### config.mk
export PLATFORM = sky130hd
export DESIGN_NAME = spram_req_ctrl
export DESIGN_NICKNAME = d
export VERILOG_FILES = /design/src/rtl/spram_req_ctrl.sv
export SDC_FILE = /design/constraint.sdc
export NUM_CORES = 1
export LEC_CHECK = 0
export CAP_MARGIN = 20
export CORE_MARGIN = 2
export CORE_UTILIZATION = 41
export CTS_CLUSTER_SIZE = 16
export DETAILED_ROUTE_END_ITERATION = 12
export PLACE_DENSITY = 0.86
export RECOVER_POWER = 25
export REMOVE_ABC_BUFFERS = 1
export SLEW_MARGIN = 30
export SYNTH_ARGS = -nofsm -noshare
export SYNTH_HDL_FRONTEND = slang
export SYNTH_SLANG_ARGS = --single-unit
### constraint.sdc
create_clock -name CLK -period 2.9 [get_ports CLK]
set_input_delay 0.87 -clock CLK [delete_from_list [all_inputs] [get_ports CLK]]
set_output_delay 0.87 -clock CLK [all_outputs]
set_load 0.005 [all_outputs]
### src/rtl/spram_req_ctrl.sv
// spram_req_ctrl
//   Valid/ready request/response front end for a single SB_SPRAM256KA.
//   It accepts one 16-bit word read or write at a time and drives every
//   SPRAM port from a flop. It also handles the one-cycle read latency of
//   the SPRAM and keeps read data stable until the requester accepts it.
//
//   Optional build macro: SPRAM_STANDBY_EN
//     When defined, the controller puts the SPRAM into STANDBY after
//     IDLE_TIMEOUT idle cycles. A new request wakes it, and the controller
//     waits WAKE_CYCLES before accepting that request.
//     When undefined, spram_standby is tied to 0 and no counters are built.
//
// Ports
//   CLK, RST              clock (rising edge), asynchronous active-high reset
//   req_valid/req_ready   request handshake
//   req_we/addr/wdata/be  request payload (be[0] = bits 7:0, be[1] = bits 15:8)
//   rsp_valid/rsp_ready   read response handshake; rsp_rdata is held while valid
//   spram_*               registered SPRAM controls, plus spram_dout from the SPRAM
//   busy                  controller is not in IDLE
module spram_req_ctrl #(
  parameter int ADDR_W       = 14,
  parameter int IDLE_TIMEOUT = 255,
  parameter int WAKE_CYCLES  = 2
) (
  input  logic              CLK,
  input  logic              RST,
  input  logic              req_valid,
  output logic              req_ready,
  input  logic              req_we,
  input  logic [ADDR_W-1:0] req_addr,
  input  logic [15:0]       req_wdata,
  input  logic [1:0]        req_be,
  output logic              rsp_valid,
  input  logic              rsp_ready,
  output logic [15:0]       rsp_rdata,
  output logic [ADDR_W-1:0] spram_addr,
  output logic [15:0]       spram_din,
  output logic [3:0]        spram_maskwren,
  output logic              spram_wren,
  output logic              spram_cs,
  output logic              spram_standby,
  input  logic [15:0]       spram_dout,
  output logic              busy
);

  typedef enum logic [2:0] {
    S_IDLE, S_ISSUE, S_CAPTURE, S_RESP, S_STANDBY, S_WAKE
  } state_t;

  state_t              state_q, state_d;
  logic                we_q, we_d;
  logic                rsp_valid_q, rsp_valid_d;
  logic [15:0]         rsp_rdata_q, rsp_rdata_d;
  logic [ADDR_W-1:0]   spram_addr_q, spram_addr_d;
  logic [15:0]         spram_din_q, spram_din_d;
  logic [3:0]          spram_maskwren_q, spram_maskwren_d;
  logic                spram_wren_q, spram_wren_d;
  logic                spram_cs_q, spram_cs_d;

`ifdef SPRAM_STANDBY_EN
  localparam int IDLE_CW = (IDLE_TIMEOUT > 1) ? $clog2(IDLE_TIMEOUT) : 1;
  localparam int WAKE_CW = (WAKE_CYCLES > 1) ? $clog2(WAKE_CYCLES) : 1;
  // The counter stops one short of the timeout. The edge that would reach
  // IDLE_TIMEOUT is the same edge that enters STANDBY.
  localparam logic [IDLE_CW-1:0] IDLE_LAST = IDLE_CW'(IDLE_TIMEOUT - 1);
  localparam logic [WAKE_CW-1:0] WAKE_LAST = WAKE_CW'(WAKE_CYCLES - 1);

  logic                spram_standby_q, spram_standby_d;
  logic [IDLE_CW-1:0]  idle_cnt_q, idle_cnt_d;
  logic [WAKE_CW-1:0]  wake_cnt_q, wake_cnt_d;
`else
  logic                unused_params;
  assign unused_params = (IDLE_TIMEOUT == WAKE_CYCLES);
`endif

  always_comb begin
    state_d          = state_q;
    we_d             = we_q;
    rsp_valid_d      = rsp_valid_q;
    rsp_rdata_d      = rsp_rdata_q;
    spram_addr_d     = spram_addr_q;
    spram_din_d      = spram_din_q;
    spram_maskwren_d = spram_maskwren_q;
    spram_wren_d     = spram_wren_q;
    spram_cs_d       = spram_cs_q;
`ifdef SPRAM_STANDBY_EN
    spram_standby_d  = spram_standby_q;
    idle_cnt_d       = idle_cnt_q;
    wake_cnt_d       = wake_cnt_q;
`endif
    case (state_q)
      S_IDLE: begin
        if (req_valid) begin
          // The request goes straight into the SPRAM-facing registers, so
          // the SPRAM sees it during ISSUE.
          spram_addr_d     = req_addr;
          spram_din_d      = req_wdata;
          spram_cs_d       = 1'b1;
          spram_wren_d     = req_we & (|req_be);
          spram_maskwren_d = {req_be[1], req_be[1], req_be[0], req_be[0]};
          we_d             = req_we;
          state_d          = S_ISSUE;
`ifdef SPRAM_STANDBY_EN
          idle_cnt_d       = '0;
`endif
        end
`ifdef SPRAM_STANDBY_EN
        else if (idle_cnt_q == IDLE_LAST) begin
          spram_standby_d = 1'b1;
          idle_cnt_d      = '0;
          state_d         = S_STANDBY;
        end else begin
          idle_cnt_d = idle_cnt_q + IDLE_CW'(1);
        end
`endif
      end
      S_ISSUE: begin
        spram_cs_d       = 1'b0;
        spram_wren_d     = 1'b0;
        spram_maskwren_d = 4'b0000;
        state_d          = we_q ? S_IDLE : S_CAPTURE;
      end
      S_CAPTURE: begin
        rsp_rdata_d = spram_dout;
        rsp_valid_d = 1'b1;
        state_d     = S_RESP;
      end
      S_RESP: begin
        if (rsp_ready) begin
          rsp_valid_d = 1'b0;
          state_d     = S_IDLE;
        end
      end
`ifdef SPRAM_STANDBY_EN
      S_STANDBY: begin
        if (req_valid) begin
          spram_standby_d = 1'b0;
          wake_cnt_d      = '0;
          state_d         = S_WAKE;
        end
      end
      S_WAKE: begin
        // The requester keeps the request asserted. IDLE accepts it once
        // the SPRAM has had time to come out of standby.
        if (wake_cnt_q == WAKE_LAST) state_d = S_IDLE;
        else                         wake_cnt_d = wake_cnt_q + WAKE_CW'(1);
      end
`endif
      default: state_d = S_IDLE;
    endcase
  end

  always_ff @(posedge CLK or posedge RST) begin
    if (RST) begin
      state_q          <= S_IDLE;
      we_q             <= 1'b0;
      rsp_valid_q      <= 1'b0;
      rsp_rdata_q      <= '0;
      spram_addr_q     <= '0;
      spram_din_q      <= '0;
      spram_maskwren_q <= '0;
      spram_wren_q     <= 1'b0;
      spram_cs_q       <= 1'b0;
`ifdef SPRAM_STANDBY_EN
      spram_standby_q  <= 1'b0;
      idle_cnt_q       <= '0;
      wake_cnt_q       <= '0;
`endif
    end else begin
      state_q          <= state_d;
      we_q             <= we_d;
      rsp_valid_q      <= rsp_valid_d;
      rsp_rdata_q      <= rsp_rdata_d;
      spram_addr_q     <= spram_addr_d;
      spram_din_q      <= spram_din_d;
      spram_maskwren_q <= spram_maskwren_d;
      spram_wren_q     <= spram_wren_d;
      spram_cs_q       <= spram_cs_d;
`ifdef SPRAM_STANDBY_EN
      spram_standby_q  <= spram_standby_d;
      idle_cnt_q       <= idle_cnt_d;
      wake_cnt_q       <= wake_cnt_d;
`endif
    end
  end

  assign req_ready      = (state_q == S_IDLE);
  assign busy           = (state_q != S_IDLE);
  assign rsp_valid      = rsp_valid_q;
  assign rsp_rdata      = rsp_rdata_q;
  assign spram_addr     = spram_addr_q;
  assign spram_din      = spram_din_q;
  assign spram_maskwren = spram_maskwren_q;
  assign spram_wren     = spram_wren_q;
  assign spram_cs       = spram_cs_q;
`ifdef SPRAM_STANDBY_EN
  assign spram_standby  = spram_standby_q;
`else
  assign spram_standby  = 1'b0;
`endif

endmodule

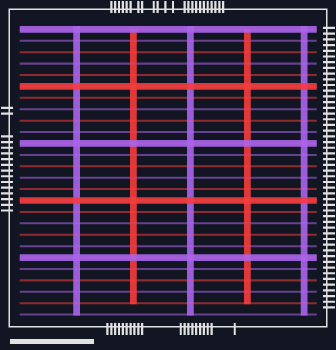
Run 1: floorplan with the power grid
Bar = 20 um. Pins as bars on the die edge.
[purple] VSS
[red] VDD
met1 rails: 26
signal pins: 109
met5 straps: 5
met4 straps: 5
rows: 25
core outline area: 4820 sq um
die height: 75.3 um

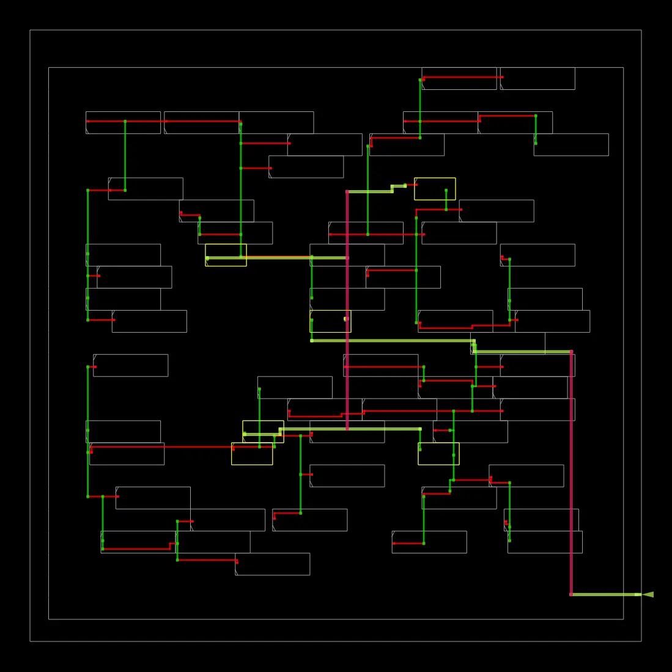
Run 1: clock nets
total clock sinks: 54
number of sequential storage elements: 54
clk ins delay skew pair: 0.30 ns
power in the clock group: 401 uW
TritonCTS buffer count: 5

==> flow_metrics.rpt, run 1 <==
=== SYNTHESIS / PLACE & ROUTE SUMMARY ===
----------------------------------------------------
[Synthesis]
  Portion of synthesized cell area occupied by the leading cell type ........................ 64.7%
  Fraction of registers with async set/reset ........................ 100%
  Leading post-synthesis cells by cell area ........................ sky130_fd_sc_hd__dfrtp_1 (65%), sky130_fd_sc_hd__mux2_2 (19%), sky130_fd_sc_hd__mux2_1 (5.9%)
  Post-Syn Area ........................ 2090 sq um
  Synth Warn # ........................ 0
  Parity-gate share of the synthesized area counting xor and xnor cells ........................ 0%
  List of most frequent post-synthesis cells ........................ sky130_fd_sc_hd__dfrtp_1 (54), sky130_fd_sc_hd__mux2_2 (36), sky130_fd_sc_hd__mux2_1 (11), sky130_fd_sc_hd__nand2_1 (8)
  Adder-cell share of the synthesized area ........................ 0%
  Number of flops mapped to enable cells by yosys ........................ 0
  Area fraction in mux cells ........................ 25.4%
  Largest combinational cell category by area ........................ multiplexers
  Number of library cell types mapped by synthesis ........................ 15
  Sequential fraction of the synthesis area ........................ 64.7%
  Cell type with the largest total area ........................ sky130_fd_sc_hd__dfrtp_1

[Cells and area]
  Most frequent standard cell in the layout excluding fill and tap cells ........................ sky130_fd_sc_hd__clkdlybuf4s50_1
  Nets ........................ 296
  Buffer share of cell area ........................ 33.8%
  Buffers, non-clock ........................ 111
  Largest contributor to cell area by class ........................ sequential cells
  MI comb area ........................ 648 sq um
  Total number of multi-input combinational cells ........................ 68
  Area fraction of clock buffers and clock inverters ........................ 2.51%
  Ant. Diodes ........................ 0
  Share of cells above drive strength 1 ........................ 19.4%
  Final core utilization ........................ 68.2%

[Pwr]
  Switch share ........................ 27.4%
  Power dissipated in sequential cells ........................ 1360 uW
  Reg power frac ........................ 41.1%
  Post-layout power ........................ 3310 uW
  Static power due to leakage ........................ 0.00137 uW

[Critical path]
  Critical Setup Path Class ........................ register to output port
  Buffers plus inverters on the worst setup path ........................ 2
  Critical Path Max Stage Delay ........................ 0.48 ns
  Master of the slowest instance on the critical path ........................ sky130_fd_sc_hd__clkdlybuf4s50_1
  Kind of capture point of the worst setup path ........................ output port
  Largest delay contributor family on the critical path ........................ buffers and inverters
  Endpoint of the most critical register-to-register path ........................ rsp_rdata[9]
  CP Launch Type ........................ register
  CP max FO ........................ 6
  Critical Path Source ........................ state_q[1]
  Number of cells on the worst reg-to-reg path ........................ 3
  Arrival time worst endpoint ........................ 1.64 ns

[GRT]
  Leftover overflow at the end of global routing ........................ 0
  Total global routing track utilization ........................ 17.8%
  Grt met3 use ........................ 5.42%
  Met1 Usage GRT ........................ 20.1%
  GR peak layer ........................ met2

[Final timing]
  Setup repair after global routing missed its margin ........................ no
  Number of pins with negative max-slew slack in the final report ........................ 0
  Achievable frequency ........................ 0.399 GHz
  Slew at the pin closest to its max-slew limit ........................ 0.985 ns
  Final setup violation count ........................ 0
  Final hold slack ........................ 0.473 ns
  Final setup slack of the worst path ........................ 0.392 ns
  Post-route setup TNS ........................ 0 ns
  Max transition margin ........................ 34.2%
  Final hold viol count ........................ 0

[Die]
  I/O pin count ........................ 109
  TAP cells ........................ 67
  Die x size ........................ 75.3 um

[Routing]
  Post-detailed-route count of antenna-violating nets ........................ 0
  Top layer reached by signal wires ........................ met4
  Routed via count divided by cell count ........................ 4.73
  Met3 routed wirelength ........................ 492 um
  DRC ........................ 0
  Detailed Route WL ........................ 4910 um
  Total via count in the routed design ........................ 1463
  Iteration count of the initial detailed-routing pass ........................ 3

[Placement]
  Post-DP HPWL ........................ 3890 um
  Placement-stage worst setup slack ........................ 0.563 ns
  Placed Instance Area ........................ 3210 sq um
  Placed Cells ........................ 303

[Hold path]
  Worst Hold Class ........................ register to register
  Instance count along the most critical hold path ........................ 1

[Run]
  Max capacitance violation total ........................ 0

[Clocking]
  CTS tree ........................ yes
  PostCTS Resize Cnt ........................ 0
  CTS H-tree depth ........................ 2
  Post-CTS setup repair buffer count ........................ 0
  CTS max path bufs ........................ 2
  Clock transition time at the flip-flop clock pins of the worst setup and hold paths ........................ 0.08 ns

[Status]
  Run status ........................ complete, no violations

----------------------------------------------------
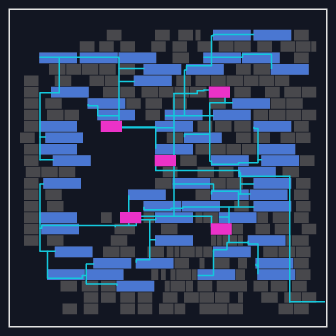
Run 1: routed clock nets over the placement
[magenta] clock drivers | count: 5
[blue] flip-flops | count: 54
[cyan] clock wires | length: 584 um
flops lie: widely spread
Max Clock Skew: 0.00411 ns
Clk network pwr share: 12.1%

run 1: worst register-to-register path: cells and delay by family (launching register included):
kind / cells / cell delay, ns
and+or+nand+nor: 1 / 0.16
muxes: 1 / 0.44
DFF: 1 / 0.47
buffers and inverters: 1 / 0.69
run 1: worst max path at each step:
stage               slack [ns]       endpoint  cells after the start
finish                    0.39      req_ready                      3
global route              0.32      req_ready                      3
CTS                       0.38      req_ready                      3
detailed placement        0.56  spram_addr[1]                      4
global placement          0.60  spram_addr[7]                      4
floorplan                 0.05  spram_addr[0]                      2
run 1: logic make-up after synthesis:
family	Yosys count
flip-flops	54
multiplexers	47
AND/OR/NAND/NOR	12
buffers and inverters	12
AND-OR/OR-AND	8
other	1
==> run 2: changes to the inputs <==
--- a/config.mk
+++ b/config.mk
@@ -5,6 +5,7 @@
 export SDC_FILE = /design/constraint.sdc
 export NUM_CORES = 1
 export LEC_CHECK = 0
+export ABC_CLOCK_PERIOD_IN_PS = 2900
 export CAP_MARGIN = 20
 export CORE_MARGIN = 2
 export CORE_UTILIZATION = 41
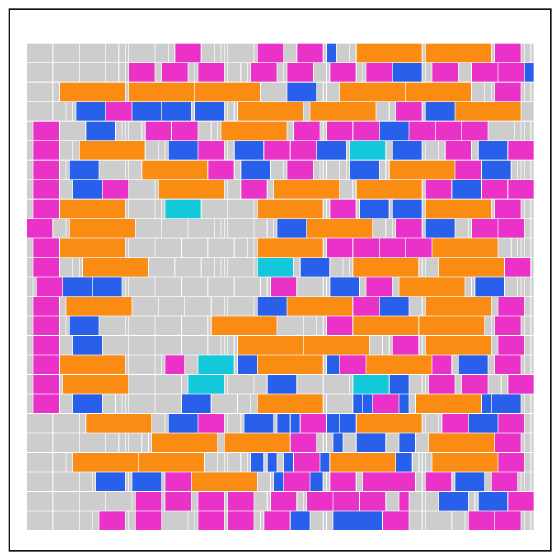
Run 2: cell classes on the final placement
Fill, decap, tap and diode cells in grey.
[cyan] clock drivers and dummy loads | cells: 6 | share of their area: 2.6%
[blue] combinational and other logic | cells: 71 | share of their area: 21%
[orange] flops | cells: 54 | share of their area: 42%
[magenta] other buffers and delay cells | cells: 111 | share of their area: 35%
finished layout cell area: 3290 sq um
row count: 25
fraction of standard cell area that is sequential: 41.1%
final core utilization: 68.2%

==> flow_metrics.rpt, run 2 <==
=== SYNTHESIS / PLACE & ROUTE SUMMARY ===
----------------------------------------------------
[Status]
  Run status ........................ complete, no violations (unchanged)

[Run]
  Max capacitance violation total ........................ 0 (unchanged)

[Pwr]
  Reg power frac ........................ 41.1% (about the same)
  Power in the clock group ........................ 401 uW (about the same)
  Switch share ........................ 27.4% (unchanged)
  Static power due to leakage ........................ 0.00137 uW (unchanged)
  Clk network pwr share ........................ 12.1% (about the same)
  Power dissipated in sequential cells ........................ 1360 uW (about the same)

[Final timing]
  Final hold viol count ........................ 0 (unchanged)
  Final setup violation count ........................ 0 (unchanged)
  Setup repair after global routing missed its margin ........................ no (unchanged)
  Achievable frequency ........................ 0.399 GHz (unchanged)
  Number of pins with negative max-slew slack in the final report ........................ 0 (unchanged)
  Final setup slack of the worst path ........................ 0.392 ns (unchanged)
  Max Clock Skew ........................ 0.00411 ns (unchanged)
  Slew at the pin closest to its max-slew limit ........................ 0.985 ns (unchanged)
  Max transition margin ........................ 34.2% (unchanged)
  Post-route setup TNS ........................ 0 ns (unchanged)

[Clocking]
  Post-CTS setup repair buffer count ........................ 0 (unchanged)
  CTS max path bufs ........................ 2 (unchanged)
  TritonCTS buffer count ........................ 5 (unchanged)
  Clock transition time at the flip-flop clock pins of the worst setup and hold paths ........................ 0.08 ns (about the same)
  Clk ins delay skew pair ........................ 0.30 ns (about the same)
  CTS H-tree depth ........................ 2 (unchanged)
  PostCTS Resize Cnt ........................ 0 (unchanged)
  Total clock sinks ........................ 54 (unchanged)
  CTS tree ........................ yes (unchanged)

[Synthesis]
  Number of library cell types mapped by synthesis ........................ 15 (unchanged)
  Cell type with the largest total area ........................ sky130_fd_sc_hd__dfrtp_1 (unchanged)
  Number of flops mapped to enable cells by yosys ........................ 0 (unchanged)
  Synth Warn # ........................ 0 (unchanged)
  Sequential fraction of the synthesis area ........................ 64.7% (unchanged)
  Leading post-synthesis cells by cell area ........................ sky130_fd_sc_hd__dfrtp_1 (65%), sky130_fd_sc_hd__mux2_2 (19%), sky130_fd_sc_hd__mux2_1 (5.9%) (unchanged)
  List of most frequent post-synthesis cells ........................ sky130_fd_sc_hd__dfrtp_1 (54), sky130_fd_sc_hd__mux2_2 (36), sky130_fd_sc_hd__mux2_1 (11), sky130_fd_sc_hd__nand2_1 (8) (unchanged)
  Fraction of registers with async set/reset ........................ 100% (unchanged)
  Portion of synthesized cell area occupied by the leading cell type ........................ 64.7% (unchanged)
  Number of standard cells reported by yosys ........................ 134 (unchanged)
  Parity-gate share of the synthesized area counting xor and xnor cells ........................ 0% (unchanged)
  Area fraction in mux cells ........................ 25.4% (unchanged)
  Post-Syn Area ........................ 2090 sq um (unchanged)

[Routing]
  Detailed Route WL ........................ 4910 um (unchanged)
  Routed via count divided by cell count ........................ 4.73 (unchanged)
  Iteration count of the initial detailed-routing pass ........................ 3 (unchanged)
  Total via count in the routed design ........................ 1463 (unchanged)
  Post-detailed-route count of antenna-violating nets ........................ 0 (unchanged)
  Met3 routed wirelength ........................ 492 um (unchanged)
  Top layer reached by signal wires ........................ met4 (unchanged)
  DRC ........................ 0 (unchanged)
  1st-iter DRT viols ........................ 49 (unchanged)

[Critical path]
  Termination of the worst setup path ........................ req_ready (unchanged)
  Endpoint of the most critical register-to-register path ........................ rsp_rdata[9] (unchanged)
  Crit path DRT ........................ 2.03 ns (about the same)
  Internal reg-to-reg setup slack ........................ 1.03 ns (about the same)
  Critical Path Source ........................ state_q[1] (unchanged)
  Number of cells on the worst reg-to-reg path ........................ 3 (unchanged)
  Kind of capture point of the worst setup path ........................ output port (unchanged)
  Arrival time worst endpoint ........................ 1.64 ns (about the same)
  Critical Setup Path Class ........................ register to output port (unchanged)
  CP max FO ........................ 6 (unchanged)
  CP Launch Type ........................ register (unchanged)

[Placement]
  Placed Cells ........................ 303 (unchanged)
  Number of buffers added on ports ........................ 107 (unchanged)
  Post-DP HPWL ........................ 3890 um (unchanged)

[Cells and area]
  Most frequent standard cell in the layout excluding fill and tap cells ........................ sky130_fd_sc_hd__clkdlybuf4s50_1 (unchanged)
  Ant. Diodes ........................ 0 (unchanged)
  Layout overhead on the synthesized area ........................ 57.5% (unchanged)
  Nets ........................ 296 (unchanged)
  Final Non-Filler Cells ........................ 309 (unchanged)
  Share of cells above drive strength 1 ........................ 19.4% (unchanged)

[Die]
  Core outline area ........................ 4820 sq um (unchanged)
  Die footprint ........................ 5680 sq um (unchanged)
  I/O pin count ........................ 109 (unchanged)

[GRT]
  GR peak layer ........................ met2 (unchanged)
  Met1 Usage GRT ........................ 20.1% (unchanged)
  Maximum number of pins on one net before global-route repair ........................ 39 (unchanged)
  Total global routing track utilization ........................ 17.8% (unchanged)
  Leftover overflow at the end of global routing ........................ 0 (unchanged)
  Grt met3 use ........................ 5.42% (unchanged)

[Hold path]
  Worst Hold Class ........................ register to register (unchanged)
  Worst Min Path Start ........................ we_q (unchanged)
  Instance count along the most critical hold path ........................ 1 (unchanged)

----------------------------------------------------
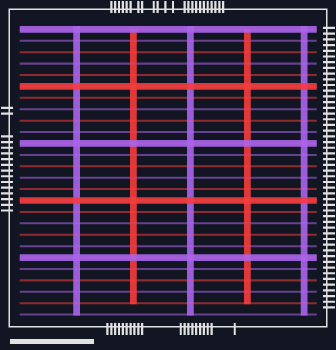
Run 2: floorplan with the power grid
Bar = 20 um. Pins as bars on the die edge.
[purple] VSS
[red] VDD
signal pins: 109
met5 straps: 5
met4 straps: 5
rows: 25
met1 rails: 26
die x size: 75.3 um
maximum vdd drop: 0.459 mV

## run 2: worst max-delay path, stage by stage, from the launching register on
cell	delay (ns)
sky130_fd_sc_hd__dfrtp_1	0.46
sky130_fd_sc_hd__or2_2	0.34
sky130_fd_sc_hd__inv_1	0.06
sky130_fd_sc_hd__clkdlybuf4s50_1	0.48
## run 2: final cells by class
type                    count  area (sq um)
multi-input cells          68           648
inverters                   3          11.3
well taps                  67          83.8
fillers                   374          1530
clock buffers               6          82.6
repair buffers            111          1110
flip-flops and latches     54          1350
## run 2: metrics by stage
stage                     hold WS [ns]  total power [uW]  cell area [sq um]
final                            0.473              3310               3290
after global routing             0.497              3540               3290
after CTS                        0.477              3370               3290
after detailed placement         0.463              2960               3210
after global placement           0.453              2880               3210
after floorplan                  0.435              1920               2000
No activity file was given, so power comes from the tool's default toggle rates.
